==> src/rtl/mem_port_arbiter_pkg.sv <==
// rtl/mem_port_arbiter_pkg.sv - shared types and defaults for the memory port arbiter
package mem_port_arbiter_pkg;

  localparam int ADDR_W = 32;
  localparam int DATA_W = 32;
  localparam int STRB_W = 4;

  localparam int MAX_DATA_RUN_DEF = 4;
  localparam int TIMEOUT_DEF      = 16;
  localparam int CNT_W_DEF        = 5;

  typedef enum logic [1:0] {
    IDLE    = 2'b00,
    D_BUSY  = 2'b01,
    IF_BUSY = 2'b10,
    RESP    = 2'b11
  } arb_state_e;

  typedef enum logic {
    GNT_D  = 1'b0,
    GNT_IF = 1'b1
  } arb_gnt_e;

  // Width needed to hold a run count that saturates at max_run.
  function automatic int run_cnt_width(input int max_run);
    return (max_run < 1) ? 1 : $clog2(max_run + 1);
  endfunction

endpackage

==> src/rtl/mem_port_arbiter_if.sv <==
// rtl/mem_port_arbiter_if.sv - CPU fetch/data buses and the shared memory port
interface mem_port_arbiter_if;
  import mem_port_arbiter_pkg::*;

  logic              if_req;
  logic [ADDR_W-1:0] if_addr;
  logic              if_valid;
  logic [DATA_W-1:0] if_rdata;

  logic              d_req;
  logic [ADDR_W-1:0] d_addr;
  logic [STRB_W-1:0] d_wstrb;
  logic [DATA_W-1:0] d_wdata;
  logic              d_valid;
  logic [DATA_W-1:0] d_rdata;

  logic              resp_err;

  logic              mem_req;
  logic [ADDR_W-1:0] mem_addr;
  logic [STRB_W-1:0] mem_wstrb;
  logic [DATA_W-1:0] mem_wdata;
  logic [DATA_W-1:0] mem_rdata;
  logic              mem_ready;

  logic              busy;

  // Arbiter view
  modport slave (
    input  if_req, if_addr, d_req, d_addr, d_wstrb, d_wdata, mem_rdata, mem_ready,
    output if_valid, if_rdata, d_valid, d_rdata, resp_err,
           mem_req, mem_addr, mem_wstrb, mem_wdata, busy
  );

  // CPU core plus memory model view
  modport master (
    output if_req, if_addr, d_req, d_addr, d_wstrb, d_wdata, mem_rdata, mem_ready,
    input  if_valid, if_rdata, d_valid, d_rdata, resp_err,
           mem_req, mem_addr, mem_wstrb, mem_wdata, busy
  );

endinterface

==> src/rtl/mem_port_arbiter_timeout_counter.sv <==
// rtl/mem_port_arbiter_timeout_counter.sv - clearable up-counter with terminal-count flag
module arb_timeout_counter #(
  parameter int CNT_W  = 5,
  parameter int TC_VAL = 15
) (
  input  logic clk,
  input  logic rst,
  input  logic clr_i,
  input  logic en_i,
  output logic tc_o
);

  localparam logic [CNT_W-1:0] TC = CNT_W'(TC_VAL);

  logic [CNT_W-1:0] cnt_q;
  logic [CNT_W-1:0] cnt_d;

  // Clear wins over count; hold otherwise.
  always_comb begin
    cnt_d = cnt_q;
    if (clr_i) begin
      cnt_d = '0;
    end else if (en_i) begin
      cnt_d = cnt_q + 1'b1;
    end
  end

  // Counter register
  always_ff @(posedge clk or posedge rst) begin
    if (rst) begin
      cnt_q <= '0;
    end else begin
      cnt_q <= cnt_d;
    end
  end

  assign tc_o = (cnt_q == TC);

endmodule

==> src/rtl/mem_port_arbiter.sv <==
// rtl/mem_port_arbiter.sv - fetch/data arbiter onto one variable-latency memory port
module mem_port_arbiter
  import mem_port_arbiter_pkg::*;
#(
  parameter int MAX_DATA_RUN = MAX_DATA_RUN_DEF,
  parameter int TIMEOUT      = TIMEOUT_DEF,
  parameter int CNT_W        = CNT_W_DEF
) (
  input  logic               clk,
  input  logic               rst,
  mem_port_arbiter_if.slave  bus
);

  localparam int               RUN_W   = run_cnt_width(MAX_DATA_RUN);
  localparam logic [RUN_W-1:0] RUN_MAX = RUN_W'(MAX_DATA_RUN);

  arb_state_e        state_q, state_d;
  arb_gnt_e          gnt_q, gnt_d;
  logic [RUN_W-1:0]  run_q, run_d;

  logic              mem_req_q, mem_req_d;
  logic [ADDR_W-1:0] mem_addr_q, mem_addr_d;
  logic [STRB_W-1:0] mem_wstrb_q, mem_wstrb_d;
  logic [DATA_W-1:0] mem_wdata_q, mem_wdata_d;

  logic              if_valid_q, if_valid_d;
  logic              d_valid_q, d_valid_d;
  logic              resp_err_q, resp_err_d;
  logic [DATA_W-1:0] if_rdata_q, if_rdata_d;
  logic [DATA_W-1:0] d_rdata_q, d_rdata_d;

  logic              in_busy;
  logic              tmo_tc;
  logic              data_ok;

  assign in_busy = (state_q == D_BUSY) || (state_q == IF_BUSY);

  // The count restarts from zero on every entry into a busy state.
  arb_timeout_counter #(
    .CNT_W  (CNT_W),
    .TC_VAL (TIMEOUT - 1)
  ) u_timeout (
    .clk   (clk),
    .rst   (rst),
    .clr_i (state_q == IDLE),
    .en_i  (in_busy),
    .tc_o  (tmo_tc)
  );

  // Data wins unless fetch has been starved for MAX_DATA_RUN data grants.
  assign data_ok = bus.d_req && !(bus.if_req && (run_q == RUN_MAX));

  // Arbitration, access sequencing and response generation
  always_comb begin
    state_d     = state_q;
    gnt_d       = gnt_q;
    run_d       = run_q;
    mem_req_d   = mem_req_q;
    mem_addr_d  = mem_addr_q;
    mem_wstrb_d = mem_wstrb_q;
    mem_wdata_d = mem_wdata_q;
    if_valid_d  = 1'b0;
    d_valid_d   = 1'b0;
    resp_err_d  = 1'b0;
    if_rdata_d  = if_rdata_q;
    d_rdata_d   = d_rdata_q;

    unique case (state_q)
      IDLE: begin
        if (data_ok) begin
          state_d     = D_BUSY;
          gnt_d       = GNT_D;
          run_d       = bus.if_req ? run_q + 1'b1 : '0;
          mem_req_d   = 1'b1;
          mem_addr_d  = bus.d_addr;
          mem_wstrb_d = bus.d_wstrb;
          mem_wdata_d = bus.d_wdata;
        end else if (bus.if_req) begin
          state_d     = IF_BUSY;
          gnt_d       = GNT_IF;
          run_d       = '0;
          mem_req_d   = 1'b1;
          mem_addr_d  = bus.if_addr;
          mem_wstrb_d = '0;
          mem_wdata_d = '0;
        end else begin
          mem_req_d = 1'b0;
        end
      end

      D_BUSY, IF_BUSY: begin
        // mem_ready has priority over a coincident timeout.
        if (bus.mem_ready || tmo_tc) begin
          state_d    = RESP;
          mem_req_d  = 1'b0;
          resp_err_d = !bus.mem_ready;
          if (gnt_q == GNT_IF) begin
            if_valid_d = 1'b1;
            if_rdata_d = bus.mem_ready ? bus.mem_rdata : '0;
          end else begin
            d_valid_d  = 1'b1;
            d_rdata_d  = bus.mem_ready ? bus.mem_rdata : '0;
          end
        end
      end

      RESP: begin
        state_d = IDLE;
      end

      default: begin
        state_d = IDLE;
      end
    endcase
  end

  // State and output registers
  always_ff @(posedge clk or posedge rst) begin
    if (rst) begin
      state_q     <= IDLE;
      gnt_q       <= GNT_D;
      run_q       <= '0;
      mem_req_q   <= 1'b0;
      mem_addr_q  <= '0;
      mem_wstrb_q <= '0;
      mem_wdata_q <= '0;
      if_valid_q  <= 1'b0;
      d_valid_q   <= 1'b0;
      resp_err_q  <= 1'b0;
      if_rdata_q  <= '0;
      d_rdata_q   <= '0;
    end else begin
      state_q     <= state_d;
      gnt_q       <= gnt_d;
      run_q       <= run_d;
      mem_req_q   <= mem_req_d;
      mem_addr_q  <= mem_addr_d;
      mem_wstrb_q <= mem_wstrb_d;
      mem_wdata_q <= mem_wdata_d;
      if_valid_q  <= if_valid_d;
      d_valid_q   <= d_valid_d;
      resp_err_q  <= resp_err_d;
      if_rdata_q  <= if_rdata_d;
      d_rdata_q   <= d_rdata_d;
    end
  end

  assign bus.mem_req   = mem_req_q;
  assign bus.mem_addr  = mem_addr_q;
  assign bus.mem_wstrb = mem_wstrb_q;
  assign bus.mem_wdata = mem_wdata_q;
  assign bus.if_valid  = if_valid_q;
  assign bus.if_rdata  = if_rdata_q;
  assign bus.d_valid   = d_valid_q;
  assign bus.d_rdata   = d_rdata_q;
  assign bus.resp_err  = resp_err_q;
  assign bus.busy      = (state_q != IDLE);

endmodule
==> src/flat_wrapper.sv <==
// flat-port wrapper written by rule: the top's interface ports become plain ports
module mem_port_arbiter_flat import mem_port_arbiter_pkg::*;
#(
  parameter int MAX_DATA_RUN = MAX_DATA_RUN_DEF,
  parameter int TIMEOUT      = TIMEOUT_DEF,
  parameter int CNT_W        = CNT_W_DEF
)
  (clk, rst, bus_if_req, bus_if_addr, bus_d_req, bus_d_addr, bus_d_wstrb, bus_d_wdata, bus_mem_rdata, bus_mem_ready, bus_if_valid, bus_if_rdata, bus_d_valid, bus_d_rdata, bus_resp_err, bus_mem_req, bus_mem_addr, bus_mem_wstrb, bus_mem_wdata, bus_busy);
  mem_port_arbiter_if bus_i ();
  input  logic clk;
  input  logic rst;
  input wire logic [$bits(bus_i.if_req)-1:0] bus_if_req;
  input wire logic [$bits(bus_i.if_addr)-1:0] bus_if_addr;
  input wire logic [$bits(bus_i.d_req)-1:0] bus_d_req;
  input wire logic [$bits(bus_i.d_addr)-1:0] bus_d_addr;
  input wire logic [$bits(bus_i.d_wstrb)-1:0] bus_d_wstrb;
  input wire logic [$bits(bus_i.d_wdata)-1:0] bus_d_wdata;
  input wire logic [$bits(bus_i.mem_rdata)-1:0] bus_mem_rdata;
  input wire logic [$bits(bus_i.mem_ready)-1:0] bus_mem_ready;
  output wire logic [$bits(bus_i.if_valid)-1:0] bus_if_valid;
  output wire logic [$bits(bus_i.if_rdata)-1:0] bus_if_rdata;
  output wire logic [$bits(bus_i.d_valid)-1:0] bus_d_valid;
  output wire logic [$bits(bus_i.d_rdata)-1:0] bus_d_rdata;
  output wire logic [$bits(bus_i.resp_err)-1:0] bus_resp_err;
  output wire logic [$bits(bus_i.mem_req)-1:0] bus_mem_req;
  output wire logic [$bits(bus_i.mem_addr)-1:0] bus_mem_addr;
  output wire logic [$bits(bus_i.mem_wstrb)-1:0] bus_mem_wstrb;
  output wire logic [$bits(bus_i.mem_wdata)-1:0] bus_mem_wdata;
  output wire logic [$bits(bus_i.busy)-1:0] bus_busy;
  assign bus_i.if_req = bus_if_req;
  assign bus_i.if_addr = bus_if_addr;
  assign bus_i.d_req = bus_d_req;
  assign bus_i.d_addr = bus_d_addr;
  assign bus_i.d_wstrb = bus_d_wstrb;
  assign bus_i.d_wdata = bus_d_wdata;
  assign bus_i.mem_rdata = bus_mem_rdata;
  assign bus_i.mem_ready = bus_mem_ready;
  assign bus_if_valid = bus_i.if_valid;
  assign bus_if_rdata = bus_i.if_rdata;
  assign bus_d_valid = bus_i.d_valid;
  assign bus_d_rdata = bus_i.d_rdata;
  assign bus_resp_err = bus_i.resp_err;
  assign bus_mem_req = bus_i.mem_req;
  assign bus_mem_addr = bus_i.mem_addr;
  assign bus_mem_wstrb = bus_i.mem_wstrb;
  assign bus_mem_wdata = bus_i.mem_wdata;
  assign bus_busy = bus_i.busy;
  mem_port_arbiter #(.MAX_DATA_RUN(MAX_DATA_RUN), .TIMEOUT(TIMEOUT), .CNT_W(CNT_W)) u_core (.clk(clk), .rst(rst), .bus(bus_i));
endmodule
==> config.mk <==
export PLATFORM = sky130hd
export DESIGN_NAME = mem_port_arbiter_flat
export DESIGN_NICKNAME = d
export VERILOG_FILES = /design/src/rtl/mem_port_arbiter_pkg.sv /design/src/rtl/mem_port_arbiter_if.sv /design/src/rtl/mem_port_arbiter_timeout_counter.sv /design/src/rtl/mem_port_arbiter.sv /design/src/flat_wrapper.sv
export SDC_FILE = /design/constraint.sdc
export NUM_CORES = 1
export LEC_CHECK = 0
export CORE_MARGIN = 2
export CORE_UTILIZATION = 38
export DETAILED_ROUTE_END_ITERATION = 16
export GPL_TIMING_DRIVEN = 0
export HOLD_SLACK_MARGIN = 0.02
export MAX_ROUTING_LAYER = met4
export PLACE_DENSITY = 0.86
export REMOVE_ABC_BUFFERS = 1
export SLEW_MARGIN = 20
export SYNTH_ARGS = -nofsm -noshare
export SYNTH_HDL_FRONTEND = slang
export SYNTH_SLANG_ARGS = --single-unit
==> constraint.sdc <==
create_clock -name clk -period 4.94 [get_ports clk]
set_input_delay 0.988 -clock clk [delete_from_list [all_inputs] [get_ports clk]]
set_output_delay 0.988 -clock clk [all_outputs]
set_load 0.01 [all_outputs]
==> images/floorplan.png <==
Pins as bars on the die edge. Tap cells in gray.
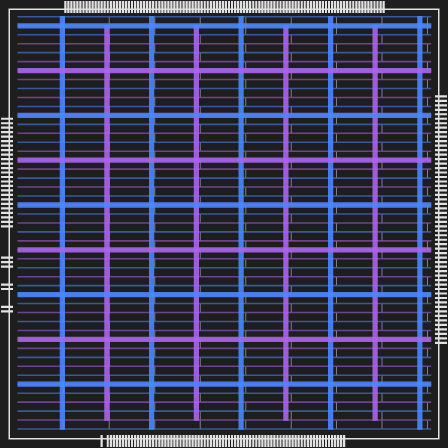
net	color
VSS	blue
VDD	purple
signal pins	274
met5 straps	9
met4 straps	9
VDD IR max: 263 µV
die width: 130 µm
Die Ht: 130 µm

==> images/gates.png <==
Scale bar: 50 µm.
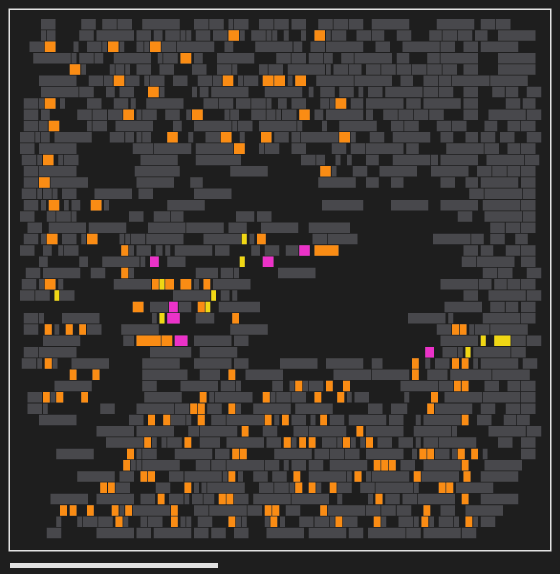
family	color	cells	most used
and/or cells	magenta	7	and3_1
aoi and oai cells	orange	141	o21ai_0
inv cells	yellow	10	inv_1
Finished Layout Cells: 1063
logic share of the area: 0.217
most numerous logic cell after layout: clkdlybuf4s50_1

==> summary.txt <==
run metrics: Worst path slowest cell ha_2, gp weighted congestion ~0.79, post-CTS setup buffer count 0, Setup Crit Path Kind flip-flop to output pin, port bufs 273, seq pwr about 0.0020 W, cell-internal power 0.00398 W, GR peak layer met2, internal reg-to-reg setup slack between 2000 and 2500 ps, Gate Count Post-Synth 585, Setup WS pre-CTS between 1000 and 1500 ps, GR Util met2 0.347, largest power group combinational logic, initial antenna violation count 0, remaining antenna violation count after routing 0, Fin Setup TNS 0 ps, Synth Area per Inst 10.3 µm², met3 Usage GRT 0.0336, CTS H-tree depth 4, CP startpoint u_core.state_q[0], Setup Viol. Count Final 0, first-pass iteration count of the detailed router 4, GR Layer Usage met1 0.277, Yosys Instances roughly 590, drt initial violations 433, Yosys top cell by area dfrtp_1, Hold-fix buffers, CTS 0, final wirelength approximately 18 mm, flip-flops with a built-in enable 0, Switch Pwr between 0.002 and 0.0025 W, most common library cells after synthesis dfrtp_1, nand2_1, o21ai_0, clock power share 0.222, CTS tree done, share of cells above drive strength 1 0.0638, Basic Gates by Area 0.132, DP Area 9020 µm², post-DP HPWL 12.6 mm, RSZ-0062 raised after global routing no, Remaining DRCs 0, Fill cells 1290, Slew Limit Fails 0, FF+latch count, synth around 150, design area 9630 µm², vias 5435, Tot Pwr 0.00602 W, Worst slew margin 0.260, Reg-to-Reg End u_core.bus.if_rdata[5], Final nets 977, top area contributor share 0.611, Buf/Inv on CP 4, switching share of power 0.339, post-synthesis adder-cell area fraction 0.0125, crit path max fanout 26, actual slew at the worst max-slew pin 1110 ps, delay-heaviest family, CP buffers and inverters, CP dominant cell by count inv_1, Combinational Power Share 0.441, Die Footprint 16900 µm², top_reg_cell synth dfrtp_1, origin of the worst min-delay path u_core.bus.if_rdata[23], routed len/inst 17.2 µm, critical path endpoint bus_busy, I/O pin count 274, Post-Synth AOI/OAI Area 0.193, Comb group 0.00265 W, total CTS buffers 17, Sequential Power Share 0.337, worst reg2reg path depth 7, hold_ws about 470 ps, root buf cell clkbuf_16, post-synthesis cell area around 6000 µm², Worst setup EP type output pin, WP depth 5, CP peak stage delay about 500 ps, final worst-path cycle share 0.644, r2r startpoint u_core.gnt_q, FMAX 314 MHz, total track usage 0.218, XOR Share, Synth 0, vias in the first global route just over 5000, crit path launch type flip-flop, clock-pin slew on the worst setup and hold paths 60 ps, Mux area share 0.00519, CTS Buffer Depth 2, yosys stat chip area roughly 6000 µm², CP cell instances inv_1, ha_2, buf_16, inv_1, clkdlybuf4s50_1, Hold Vio Cnt, Final 0, PostCTS Resize Cnt 0, Synth top cell by count dfrtp_1, FP Util 0.383, asr flop ratio synth 1.00, hold crit path type flip-flop to flip-flop, Avg Vias per Cell 5.11, tally of OpenROAD warnings 27, Top Layout Cells clkdlybuf4s50_1, dfrtp_1, nand2_1, o21ai_0, a22o_1, clock sinks approximately 150, status finished, final reports clean, Setup Skew 11.2 ps, Main logic family AND-OR/OR-AND gates, power density cells 625 nW/µm², largest net degree at the start of global routing 89, YS warnings 0, total gr overflow 0, first-pass GRT wire length around 28 mm, dpl cells approximately 1000, Seq/Total Area, Yosys 0.611, maxcap violations 0, Netlist cell types 34, crit path DRT just under 4000 ps, post-route minimum period 3180 ps, top cells by area dfrtp_1, nand2_1, o21ai_0, Crit path arrival time ~2200 ps, Area growth syn-to-layout 59.9%, clk ins delay skew pair ~410 ps, crit path setup slack, layout 1760 ps, static leakage 4.07 nW
==> images/clock_nets.png <==
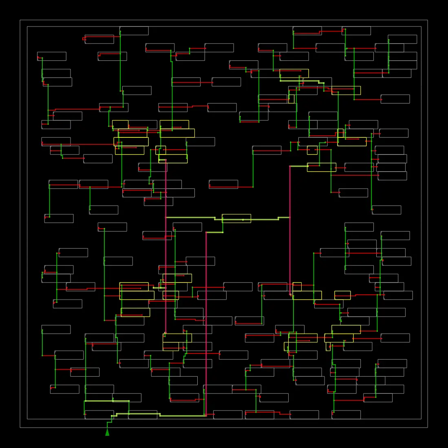
P_clk: 0.00134 W
flop count: 147

==> images/class_map.png <==
Scale bar: 50 µm.
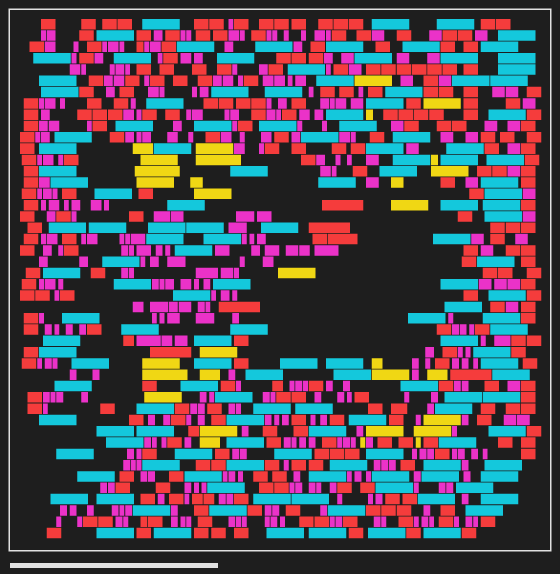
class	color	cells	share of their area
clock drivers and dummy loads	yellow	31	6.5%
remaining buffers and delay cells	red	285	31%
registers	cyan	147	39%
remaining logic cells	magenta	383	23%
Finished Core Util: 0.613
Row Count: 46
core area: 15700 µm²

[flip-flops by register name (all words and copies together) (netlist names)]
signal and count:
u_core.bus.d_rdata 32, u_core.bus.if_rdata 32, u_core.bus.mem_addr 32, u_core.bus.mem_wdata 32
u_core.u_timeout.cnt_q 5, u_core.bus.mem_wstrb 4, u_core.run_q 3, u_core.state_q 2
u_core.bus.d_valid 1, u_core.bus.if_valid 1, u_core.bus.mem_req 1, u_core.bus.resp_err 1
u_core.gnt_q 1
[worst min path at each step]
stage | end | slack, ps | cells after the start
floorplan | u_core.u_timeout.cnt_q[4] | 450 | 2
global placement | u_core.bus.if_rdata[20] | 460 | 2
detailed placement | u_core.bus.if_rdata[22] | 470 | 2
CTS | u_core.bus.if_rdata[23] | 480 | 2
global route | u_core.bus.if_rdata[6] | 510 | 2
finish | u_core.bus.if_rdata[23] | 470 | 2
[per-layer routing]
metal / part of all wire / up-vias / wire (µm)
met5: 0 / - / 0
met4: 0.025 / 0 / 461
met3: 0.046 / 29 / 834
met2: 0.51 / 180 / 9380
met1: 0.42 / 2660 / 7650
li1: - / 2566 / -
[tightest hold or removal path: cells and delay by family (launching register included)]
family / cells / cell delay, ps
flip-flops: 1 / 340
AND/OR/NAND/NOR: 1 / 40
AND-OR/OR-AND: 1 / 50
[cell type report]
class | instances | area [µm²] | area share
diodes | 1 | 2.50 | 0.000260
clock buffers | 23 | 488 | 0.0507
clock inverters | 8 | 125 | 0.0130
inverters | 10 | 45.0 | 0.00468
multi-input cells | 373 | 2090 | 0.217
flip-flops and latches | 147 | 3680 | 0.382
well taps | 216 | 270 | 0.0281
repair buffers | 285 | 2930 | 0.304
Power and IR drop assume default switching activity.
